## src/rtl/issue_layer_sequencer_pkg.sv

```systemverilog
// Shared types and limits for the Issue layer sequencer: descriptor layout,
// validity bounds and FSM state encoding.
package issue_layer_sequencer_pkg;

    localparam int DESC_W = 22;

    localparam logic [7:0] DIM_MIN   = 8'd13;
    localparam logic [7:0] DIM_MAX   = 8'd224;
    localparam logic [8:0] DEPTH_MIN = 9'd1;
    localparam logic [8:0] DEPTH_MAX = 9'd384;

    // Packed so that a raw 22-bit table word casts directly onto the fields
    typedef struct packed {
        logic [2:0] stride;
        logic [1:0] halfsize;
        logic [8:0] depth;
        logic [7:0] dim;
    } layer_desc_t;

    typedef enum logic [2:0] {
        ST_IDLE      = 3'd0,
        ST_LOAD      = 3'd1,
        ST_ISSUE_RST = 3'd2,
        ST_RUN       = 3'd3,
        ST_DRAIN     = 3'd4,
        ST_NEXT      = 3'd5,
        ST_FINISH    = 3'd6
    } seq_state_t;

    // Largest stride that still lets the filter window touch every pixel
    function automatic logic [2:0] max_stride(input logic [1:0] halfsize);
        return {halfsize, 1'b0} + 3'd1;
    endfunction

endpackage

```

## src/rtl/issue_layer_sequencer_desc_check.sv

```systemverilog
// Combinational sanity check of one layer descriptor before it is handed to Issue.
module issue_layer_sequencer_desc_check
    import issue_layer_sequencer_pkg::*;
(
    input  logic [DESC_W-1:0] desc,
    output logic              valid
);

    layer_desc_t d;

    assign d = layer_desc_t'(desc);

    // A descriptor is usable only if every field lies inside the range Issue supports
    always_comb begin
        valid = (d.dim >= DIM_MIN) && (d.dim <= DIM_MAX) &&
                (d.depth >= DEPTH_MIN) && (d.depth <= DEPTH_MAX) &&
                (d.halfsize != 2'd0) && (d.halfsize <= 2'd2) &&
                (d.stride != 3'd0) && (d.stride <= max_stride(d.halfsize));
    end

endmodule

```

## src/rtl/issue_layer_sequencer.sv

```systemverilog
// Walks the Issue block through a table of layer descriptors: load, reset Issue,
// run until done, drain the allocator, then advance and flip the image bank.
module issue_layer_sequencer
    import issue_layer_sequencer_pkg::*;
#(
    parameter int MAX_LAYERS   = 8,
    parameter int LAYER_W      = 3,
    parameter int RST_CYCLES   = 2,
    parameter int DRAIN_CYCLES = 16
) (
    input  logic               clk,
    input  logic               rst_n,
    input  logic               cfg_we,
    input  logic [LAYER_W-1:0] cfg_addr,
    input  logic [DESC_W-1:0]  cfg_data,
    input  logic [LAYER_W:0]   cfg_num_layers,
    input  logic               start,
    input  logic               abort,
    output logic               busy,
    output logic               done,
    output logic               error,
    output logic [LAYER_W-1:0] err_layer,
    output logic [LAYER_W-1:0] layer_idx,
    output logic               bank_sel,
    output logic               issue_rst,
    output logic [7:0]         issue_image_dim,
    output logic [8:0]         issue_image_depth,
    output logic [1:0]         issue_filter_halfsize,
    output logic [2:0]         issue_filter_stride,
    input  logic               issue_done
);

    localparam logic [7:0]       RST_LAST   = 8'(RST_CYCLES - 1);
    localparam logic [7:0]       DRAIN_LAST = 8'((DRAIN_CYCLES == 0) ? 0 : DRAIN_CYCLES - 1);
    localparam logic [LAYER_W:0] ONE_N      = (LAYER_W + 1)'(1);

    seq_state_t          state, next_state;
    logic [DESC_W-1:0]   table_mem [MAX_LAYERS];
    logic [LAYER_W:0]    n_layers;
    logic [7:0]          cnt;
    layer_desc_t         cur_desc;
    logic                desc_valid;
    logic                last_layer;
    logic                aborting;

    assign cur_desc   = layer_desc_t'(table_mem[layer_idx]);
    assign last_layer = ({1'b0, layer_idx} == (n_layers - ONE_N));
    assign aborting   = abort && (state != ST_IDLE);

    issue_layer_sequencer_desc_check u_desc_check (
        .desc  (table_mem[layer_idx]),
        .valid (desc_valid)
    );

    // Descriptor table; host writes are only honoured while no sequence is running
    always_ff @(posedge clk) begin
        if (cfg_we && !busy) begin
            table_mem[cfg_addr] <= cfg_data;
        end
    end

    // State register
    always_ff @(posedge clk or negedge rst_n) begin
        if (!rst_n) begin
            state <= ST_IDLE;
        end else begin
            state <= next_state;
        end
    end

    // Next-state decode; abort overrides everything outside IDLE
    always_comb begin
        next_state = state;
        if (aborting) begin
            next_state = ST_IDLE;
        end else begin
            case (state)
                ST_IDLE:      if (start && !abort) next_state = (cfg_num_layers == '0) ? ST_FINISH : ST_LOAD;
                ST_LOAD:      next_state = desc_valid ? ST_ISSUE_RST : ST_NEXT;
                ST_ISSUE_RST: if (cnt == RST_LAST) next_state = ST_RUN;
                ST_RUN:       if (issue_done) next_state = ST_DRAIN;
                ST_DRAIN:     if (cnt == DRAIN_LAST) next_state = ST_NEXT;
                ST_NEXT:      next_state = last_layer ? ST_FINISH : ST_LOAD;
                ST_FINISH:    next_state = ST_IDLE;
                default:      next_state = ST_IDLE;
            endcase
        end
    end

    // Cycle counter for the timed states, restarted on every state change
    always_ff @(posedge clk or negedge rst_n) begin
        if (!rst_n) begin
            cnt <= 8'd0;
        end else if (state != next_state) begin
            cnt <= 8'd0;
        end else begin
            cnt <= cnt + 8'd1;
        end
    end

    // Registered control flags, layer bookkeeping and Issue configuration
    always_ff @(posedge clk or negedge rst_n) begin
        if (!rst_n) begin
            busy                  <= 1'b0;
            done                  <= 1'b0;
            error                 <= 1'b0;
            err_layer             <= '0;
            layer_idx             <= '0;
            bank_sel              <= 1'b0;
            issue_rst             <= 1'b1;
            n_layers              <= '0;
            issue_image_dim       <= '0;
            issue_image_depth     <= '0;
            issue_filter_halfsize <= '0;
            issue_filter_stride   <= '0;
        end else begin
            done      <= (state == ST_FINISH) && !abort;
            issue_rst <= !((next_state == ST_RUN) || (next_state == ST_DRAIN));
            if (aborting) begin
                busy <= 1'b0;
            end else begin
                case (state)
                    ST_IDLE: begin
                        if (start && !abort) begin
                            n_layers  <= cfg_num_layers;
                            layer_idx <= '0;
                            bank_sel  <= 1'b0;
                            error     <= 1'b0;
                            busy      <= 1'b1;
                        end else begin
                            busy <= 1'b0;
                        end
                    end
                    ST_LOAD: begin
                        issue_image_dim       <= cur_desc.dim;
                        issue_image_depth     <= cur_desc.depth;
                        issue_filter_halfsize <= cur_desc.halfsize;
                        issue_filter_stride   <= cur_desc.stride;
                        if (!desc_valid) begin
                            error <= 1'b1;
                            if (!error) err_layer <= layer_idx;
                        end
                    end
                    ST_NEXT: begin
                        if (!last_layer) begin
                            layer_idx <= layer_idx + LAYER_W'(1);
                            bank_sel  <= ~bank_sel;
                        end
                    end
                    default: ;
                endcase
            end
        end
    end

endmodule

```

## config.mk

```make
export PLATFORM = sky130hd
export DESIGN_NAME = issue_layer_sequencer
export DESIGN_NICKNAME = d
export VERILOG_FILES = /design/src/rtl/issue_layer_sequencer_pkg.sv /design/src/rtl/issue_layer_sequencer_desc_check.sv /design/src/rtl/issue_layer_sequencer.sv
export SDC_FILE = /design/constraint.sdc
export NUM_CORES = 1
export LEC_CHECK = 0
export CAP_MARGIN = 5
export CORE_ASPECT_RATIO = 0.7
export CORE_UTILIZATION = 45
export DETAILED_ROUTE_END_ITERATION = 10
export SLEW_MARGIN = 0
export SYNTH_ARGS = -nofsm -noshare
export SYNTH_HDL_FRONTEND = slang
export SYNTH_HIERARCHICAL = 1
export SYNTH_SLANG_ARGS = --single-unit
```

## constraint.sdc

```tcl
create_clock -name clk -period 7.1 [get_ports clk]
set_input_delay 1.42 -clock clk [delete_from_list [all_inputs] [get_ports clk]]
set_output_delay 1.42 -clock clk [all_outputs]
set_load 0.02 [all_outputs]
```

==> results.py, run 1 <==
# Metrics from the implementation run
metrics = {
    "status": {
        "status": "finished clean",
    },
    "finish": {
        "mostFrequentLayoutCells": "edfxtp_1, nand2_1, clkdlybuf4s50_1",
        "seqAreaFraction_pct": 60.15,
        "sh_comb_area_pct": 22.74,
        "bufAreaShareNonClock_pct": 6.657,
        "fill_cells": 1519,
        "inverters": 11,
        "seq_cells": 224,
        "logic_gates": 286,
        "clk_share_pct": 7.005,
        "clkbuf_count": 36,
        "largestClassByArea": "registers",
        "seq_area_sq_um": 6490,
        "final_common_cell": "edfxtp_1",
        "final_layout_size_suffix_gt1_share_pct": 17.32,
        "nNetsFinal": 660,
    },
    "worst_setup_path": {
        "crit_chain": "buf_4 -> mux4_2 -> nand2_1 -> nand2_1 -> nor4_1 -> nand2_1 -> nor3_1 -> and4b_1 -> nor2b_1 -> o32ai_1 -> o21ai_2 -> o21ai_2 -> nor3_2",
        "r2r_start": "layer_idx[0]$_DFFE_PN0P_",
        "required_ns": 7.46,
        "cp_num_buf_inv": 1,
        "max_stage_delay_ns": 0.88,
        "cp_top_family": "simple AND/OR/NAND/NOR gates",
        "crit_start": "layer_idx[0]$_DFFE_PN0P_",
        "r2r-end": "cnt[3]$_DFF_PN0_",
        "reg2reg_depth": 13,
        "critPathCaptureType": "flop",
    },
    "floorplanning": {
        "initCoreUtil_pct": 46.93,
        "fp.dieW_um": 171.5,
        "taps": 264,
    },
    "final_timing": {
        "clock-skew-final_ns": 0.01324,
    },
    "placement": {
        "dp_hpwl_um": 11480,
        "dp_slack_ns": 2.484,
        "gp_congestion": 0.7824,
    },
    "synth": {
        "syn_area_per_cell_sq_um": 16.58,
        "synthSimpleGateAreaFrac_pct": 8.806,
        "synth_flops": 224,
        "top_area_cell": "edfxtp_1",
        "netlist-cell-type-count": 52,
        "ys_sh_aoi_pct": 3.608,
        "mux_area_share_pct": 12.03,
        "syn_area_sq_um": 9051,
        "yosysWarnings": 6,
        "edf_count": 176,
        "top_area_share_pct": 58.39,
    },
    "power_and_ir_drop": {
        "p_seq_share_pct": 45.0,
        "internal-power_mw": 2.689,
        "power_switching_mw": 1.048,
        "peakVddDrop_v": 0.0001498,
        "combPwrFrac_pct": 23.0,
        "powerDensity_nw_per_um2": 346.4,
        "sw_frac_of_total_pct": 28.05,
        "clkPwrFrac_pct": 32.0,
    },
    "grt": {
        "grt_max_degree": 49,
        "grt_usage_pct": 19.69,
    },
    "clock_tree": {
        "clk_latency_ns": 0.50,
        "cts_tree": "done",
        "clkSlewWorstSetupHoldPaths_ns": 0.06,
        "ctsHoldBuffers": 0,
        "htree_num_levels": 1,
    },
    "route": {
        "detail-route-antenna-nets": 0,
        "drc_errors": 0,
        "drt_first_iter_violations": 389,
        "vias": 4967,
        "drt-wirelength-per-cell_um": 21.23,
        "dr.pass1.iters": 4,
    },
    "job": {
        "warning_count": 27,
    },
    "min_path": {
        "min_path_type": "flop to flop",
        "hold_depth": 2,
    },
}
run 1: per-stage QoR:
stage	cell area, sq um	cells	hold slack, ns
after floorplan	9051	546	0.4850
after global placement	10030	859	0.4720
after detailed placement	10030	859	0.4822
after CTS	10790	899	0.4955
after global routing	10790	899	0.5038
final	10790	899	0.4917
run 1: registers in the layout, indices dropped and copies added (netlist names), 2 cells and up:
signal	cells
cnt	8
err_layer	3
issue_filter_halfsize	2
issue_filter_stride	3
issue_image_depth	9
issue_image_dim	8
layer_idx	3
n_layers	4
state	3
table_mem	176
run 1: how the worst max path moves through the flow:
stage | end | cells past startpoint | slack [ns]
after detailed placement | cnt[3]$_DFF_PN0_ | 13 | 2.48
after CTS | cnt[3]$_DFF_PN0_ | 13 | 2.48
after global placement | cnt[4]$_DFF_PN0_ | 13 | 2.55
after global routing | cnt[5]$_DFF_PN0_ | 13 | 2.05
after floorplan | table_mem[0][0]$_DFFE_PP_ | 2 | 3.28
final | cnt[3]$_DFF_PN0_ | 13 | 2.63
run 1: Yosys cell counts, drive strengths merged (2+ instances only):
master  instances
nand2          79
or3b            2
a21oi           5
nand3           7
ha              6
or4b            2
o211ai          2
mux4           44
inv            11
dfrtp          47
edfxtp        176
xnor2           5
o21ai           7
clkbuf          7
o21a            2
or2             2
and2            2
mux2i           3
and3            3
o31ai           2
nor2           38
nor3           18
nand2b          3
xor2            5
a31oi          23
buf            18
mux2            6
nor4            5
a22oi           2
run 1: kinds of logic after synthesis:
family | Yosys count
fa+ha+maj | 6
mux | 53
compound gates | 50
xor+xnor | 11
flops | 224
simple gates | 166
buf+inv | 36
run 1: metal layers:
metal	GRT usage (%)	routed length [um]
met1	29.44	9032
met4	4.967	339
met5	0	0
met3	2.979	840
met2	30.34	8875
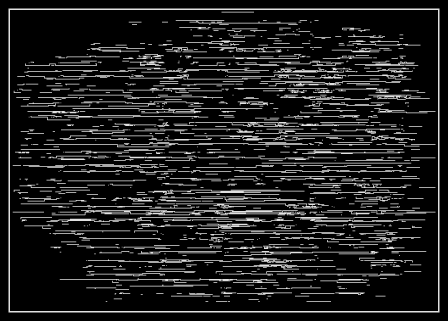
Run 1: M1 wires
nets with wire on the layer: 623
longest straight run: 59.8 um
main direction: horizontal
share of all routed wire: 47%

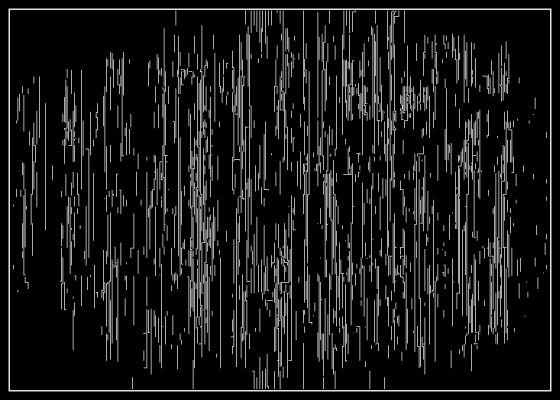
Run 1: M2 wires
main direction: vertical
wire length on this layer: 8880 um
share of all routed wire: 47%
longest straight run: 52.4 um

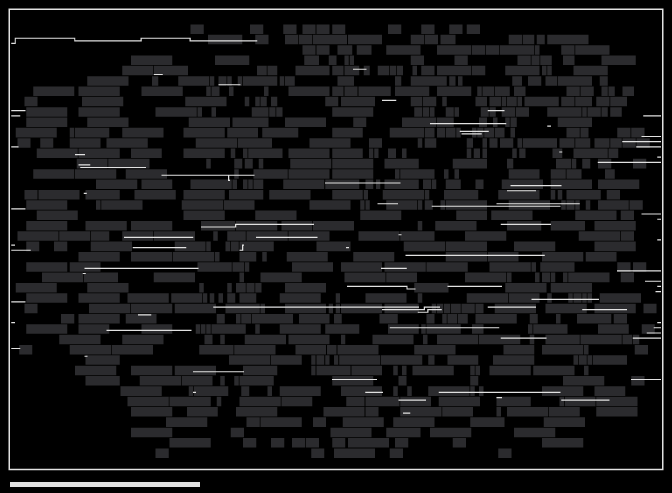
Run 1: metal 3
The bar under the picture is 50 um long.
wire length on this layer: 841 um
longest straight run: 53.8 um
share of all routed wire: 4.4%
main direction: horizontal
nets with wire on the layer: 55

Run 1, M4 wires:
The bar under the picture is 50 um long.
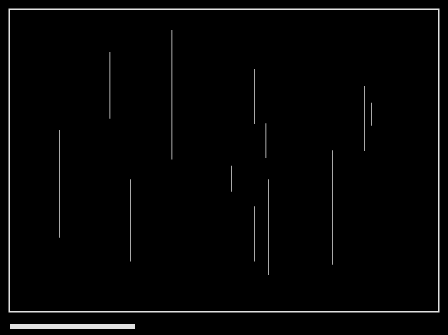

## Run 2: what changed since run 1
Clock period 7.1 ns to 4.7 ns, I/O delays scaled along.
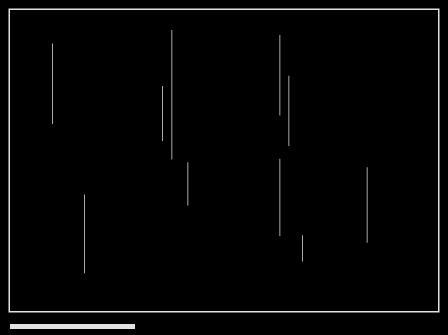
Run 2: M4 wires
The bar under the picture is 50 um long.
nets with wire on the layer: 4
longest straight run: 51.7 um
DR vias: 4927
routed wire length: 19380 um

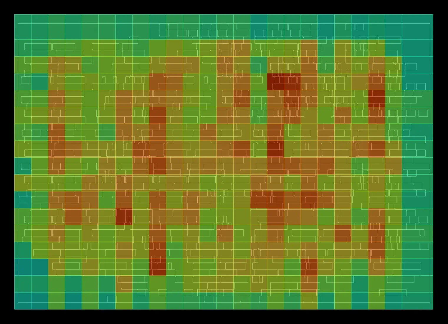
Run 2: congestion heat map
met2 usage: 30.64%
WL per Instance: 21.37 um
total track usage: 19.64%

==> run 2 against run 1 <==
  * Die area did not move
  * Count of clock-buffer cells in the layout shrank 11
  * Final cell count is 0.89% higher
  * Sequential cell count unchanged
  * Clock power grew 51%
  * Final area grew 0.35%
  * Global-route usage is essentially flat
  * First-iteration DRC count decreased by 21%
  * Non-clock buffer count increased by 6
  * Critical endpoint unchanged
==> results.py, run 2 <==
# Metrics from the implementation run
metrics = {
    "job": {
        "max_cap_violations": 0,
        "warning_count": 27,
    },
    "power_and_ir_drop": {
        "leakagePower_nw": 3.720,
        "finalPower_mw": 5.667,
        "power_switching_mw": 1.633,
        "sw_frac_of_total_pct": 28.82,
        "clkPwrFrac_pct": 31.9,
        "combPwrFrac_pct": 23.6,
        "internal-power_mw": 4.034,
        "powerDensity_nw_per_um2": 523.4,
        "p_seq_share_pct": 44.5,
        "peakVddDrop_v": 0.0002568,
    },
    "final_timing": {
        "clock-skew-final_ns": 0.01132,
        "finalWorstPathRequiredPeriod_ns": 4.066,
        "tightestPinTransition_ns": 0.8916,
        "final_max_slew_viol_count": 0,
        "setup-tns-final_ns": 0,
        "max_freq_mhz": 245.9,
        "max_slew_margin_pct": 40.42,
        "period_used_pct": 86.51,
        "rsz0062_at_grt": "no",
        "setup_violations": 0,
        "timing.hold.ws_ns": 0.4224,
        "finalHoldViolCount": 0,
    },
    "placement": {
        "dp_cells": 865,
        "place_area_sq_um": 10080,
        "gp_congestion": 0.7871,
        "io_buffer_count": 67,
        "dp_hpwl_um": 11820,
    },
    "synth": {
        "yosysWarnings": 6,
        "netlist-cell-type-count": 52,
        "syn_area_sq_um": 9051,
        "top_area_cell": "edfxtp_1",
        "ys_cells": 546,
        "async_reset_ff_share_pct": 21.43,
        "synthCells": 546,
        "syn_area_per_cell_sq_um": 16.58,
        "top_area_share_pct": 58.39,
        "top_cell": "edfxtp_1",
        "edf_count": 176,
        "flop_cell": "edfxtp_1",
        "top_cells_by_count": "edfxtp_1, nand2_1, dfrtp_1",
        "ys_seq_share_pct": 71.68,
        "yosysChipArea_sq_um": 9051,
        "syn_nets": 587,
        "synth_flops": 224,
        "synthTopCellsByArea": "edfxtp_1, dfrtp_1, mux4_2",
    },
    "worst_setup_path": {
        "r2r_start": "layer_idx[0]$_DFFE_PN0P_",
        "r2r-end": "cnt[3]$_DFF_PN0_",
        "critPathCaptureType": "flop",
        "reg2reg_depth": 14,
        "worst-setup-path-type": "flop to flop",
        "crit_path_start_kind": "flop",
        "arrival_ns": 4.43,
        "crit_path_end": "cnt[3]$_DFF_PN0_",
        "required_ns": 5.07,
        "crit_start": "layer_idx[0]$_DFFE_PN0P_",
        "cp_max_fo": 31,
        "ff2ff_setup_slack_ns": 0.63,
    },
    "grt": {
        "grt_max_degree": 46,
        "gr-total-overflow": 0,
        "grt_pass1_vias": 5101,
        "antenna_found_initial": 0,
        "grt_pass1_wl_um": 29880,
    },
    "status": {
        "status": "finished clean",
    },
    "route": {
        "met3_length_um": 1333,
        "top_layer_used": "met4",
        "route.met2.wl_um": 9050,
        "dr.pass1.iters": 4,
        "via_per_inst": 5.432,
        "detail-route-antenna-nets": 0,
        "wl_met1_um": 8713,
        "drt_first_iter_violations": 307,
        "drc_errors": 0,
    },
    "floorplanning": {
        "initCoreUtil_pct": 46.93,
        "die-area_sq_um": 20690,
        "rows": 42,
        "core-area_sq_um": 19290,
        "ios": 68,
        "die_h_um": 120.7,
        "fp.dieW_um": 171.5,
    },
    "finish": {
        "final_layout_size_suffix_gt1_share_pct": 18.66,
        "final_common_cell": "edfxtp_1",
        "largest_register_ffs": 176,
        "nNetsFinal": 667,
        "mostFrequentLayoutCells": "edfxtp_1, nand2_1, clkdlybuf4s50_1",
        "largestRegisters": "table_mem: 176 flops, issue_image_depth: 9 flops",
        "final_cells": 907,
        "antennaDiodeCount": 0,
        "final_cell_area_sq_um": 10830,
        "syn2layout_area_growth_pct": 19.62,
        "regMostFlops": "table_mem",
    },
    "min_path": {
        "min_path_type": "input pin to async pin",
    },
    "clock_tree": {
        "clkSlewWorstSetupHoldPaths_ns": 0.06,
        "root_buffer": "clkbuf_16",
        "cts_tree": "done",
        "ctsResizeCount": 0,
        "htree_num_levels": 1,
        "clock-sinks": 224,
        "numCtsBuffers": 23,
        "post_cts_buffers": 0,
        "ctsHoldBuffers": 0,
        "cts.path.max_buffers": 3,
        "clk_latency_ns": 0.51,
    },
}
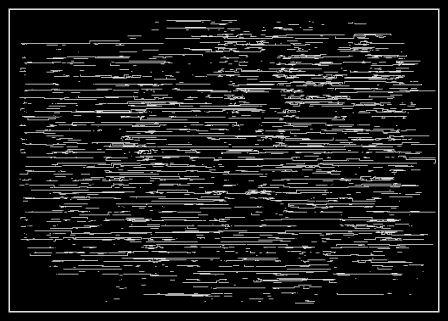
Run 2: M1 wires
longest straight run: 52.0 um
wire length on this layer: 8710 um
nets with wire on the layer: 622
share of all routed wire: 45%
M1 GR Usage: 29.08%

==> run 2: cell counts after synthesis <==
Identical to the previous run, type by type.
==> run 2: cell families after synthesis <==
kind of cell,count (synthesis),synth area share (%)
fa+ha+maj,6,0.8294
mux,53,12.03
simple gates,166,8.806
buf+inv,36,1.825
flops,224,71.68
compound gates,50,3.608
xor+xnor,11,1.230
==> run 2: power by group through the flow <==
stage                     clock (mW)  sequential [mW]  combinational, mW
final                           1.81             2.52               1.34
after global routing            1.92             2.55               1.45
after CTS                       1.84             2.53               1.35
after detailed placement           0             2.57               1.35
after global placement             0             2.56               1.32
after floorplan                    0             2.62              0.784
==> run 2: cell type report <==
| class | instances | area (sq um) |
|---|---|---|
| fillers | 1542 | 8459 |
| flip-flops and latches | 224 | 6490 |
| multi-input cells | 286 | 2439 |
| repair buffers | 80 | 775.7 |
| clock buffers | 25 | 583.1 |
| well taps | 264 | 330.3 |
| clock inverters | 17 | 167.7 |
| inverters | 11 | 41.29 |
==> run 2: critical path: stages (launching register included) <==
cell and delay (ns):
dfrtp_2 0.66, buf_12 0.31, mux4_2 0.53, nand2_1 0.10, nand2_1 0.10, ha_1 0.31
a21oi_1 0.07, a31oi_1 0.27, a211oi_1 0.08, and4b_1 0.24, nor2b_1 0.16, o32ai_1 0.38
o21ai_2 0.14, o21ai_2 0.46, nor3_2 0.10
==> run 2: metal layers <==
layer,up-vias,global-route usage (%)
li1,2266,-
met1,2497,29.08
met2,141,30.64
met3,23,3.372
met4,0,4.074
met5,-,0
==> run 2: metrics by stage <==
stage                     worst slack [ns]  utilization, %
final                               0.6340           56.14
after global placement              0.7580           52.24
after global routing                0.3119           56.14
after floorplan                     0.9997               -
after CTS                           0.6346           56.14
after detailed placement            0.6440           52.24
Power figures rest on the tool's default switching activity, not on a simulated workload.
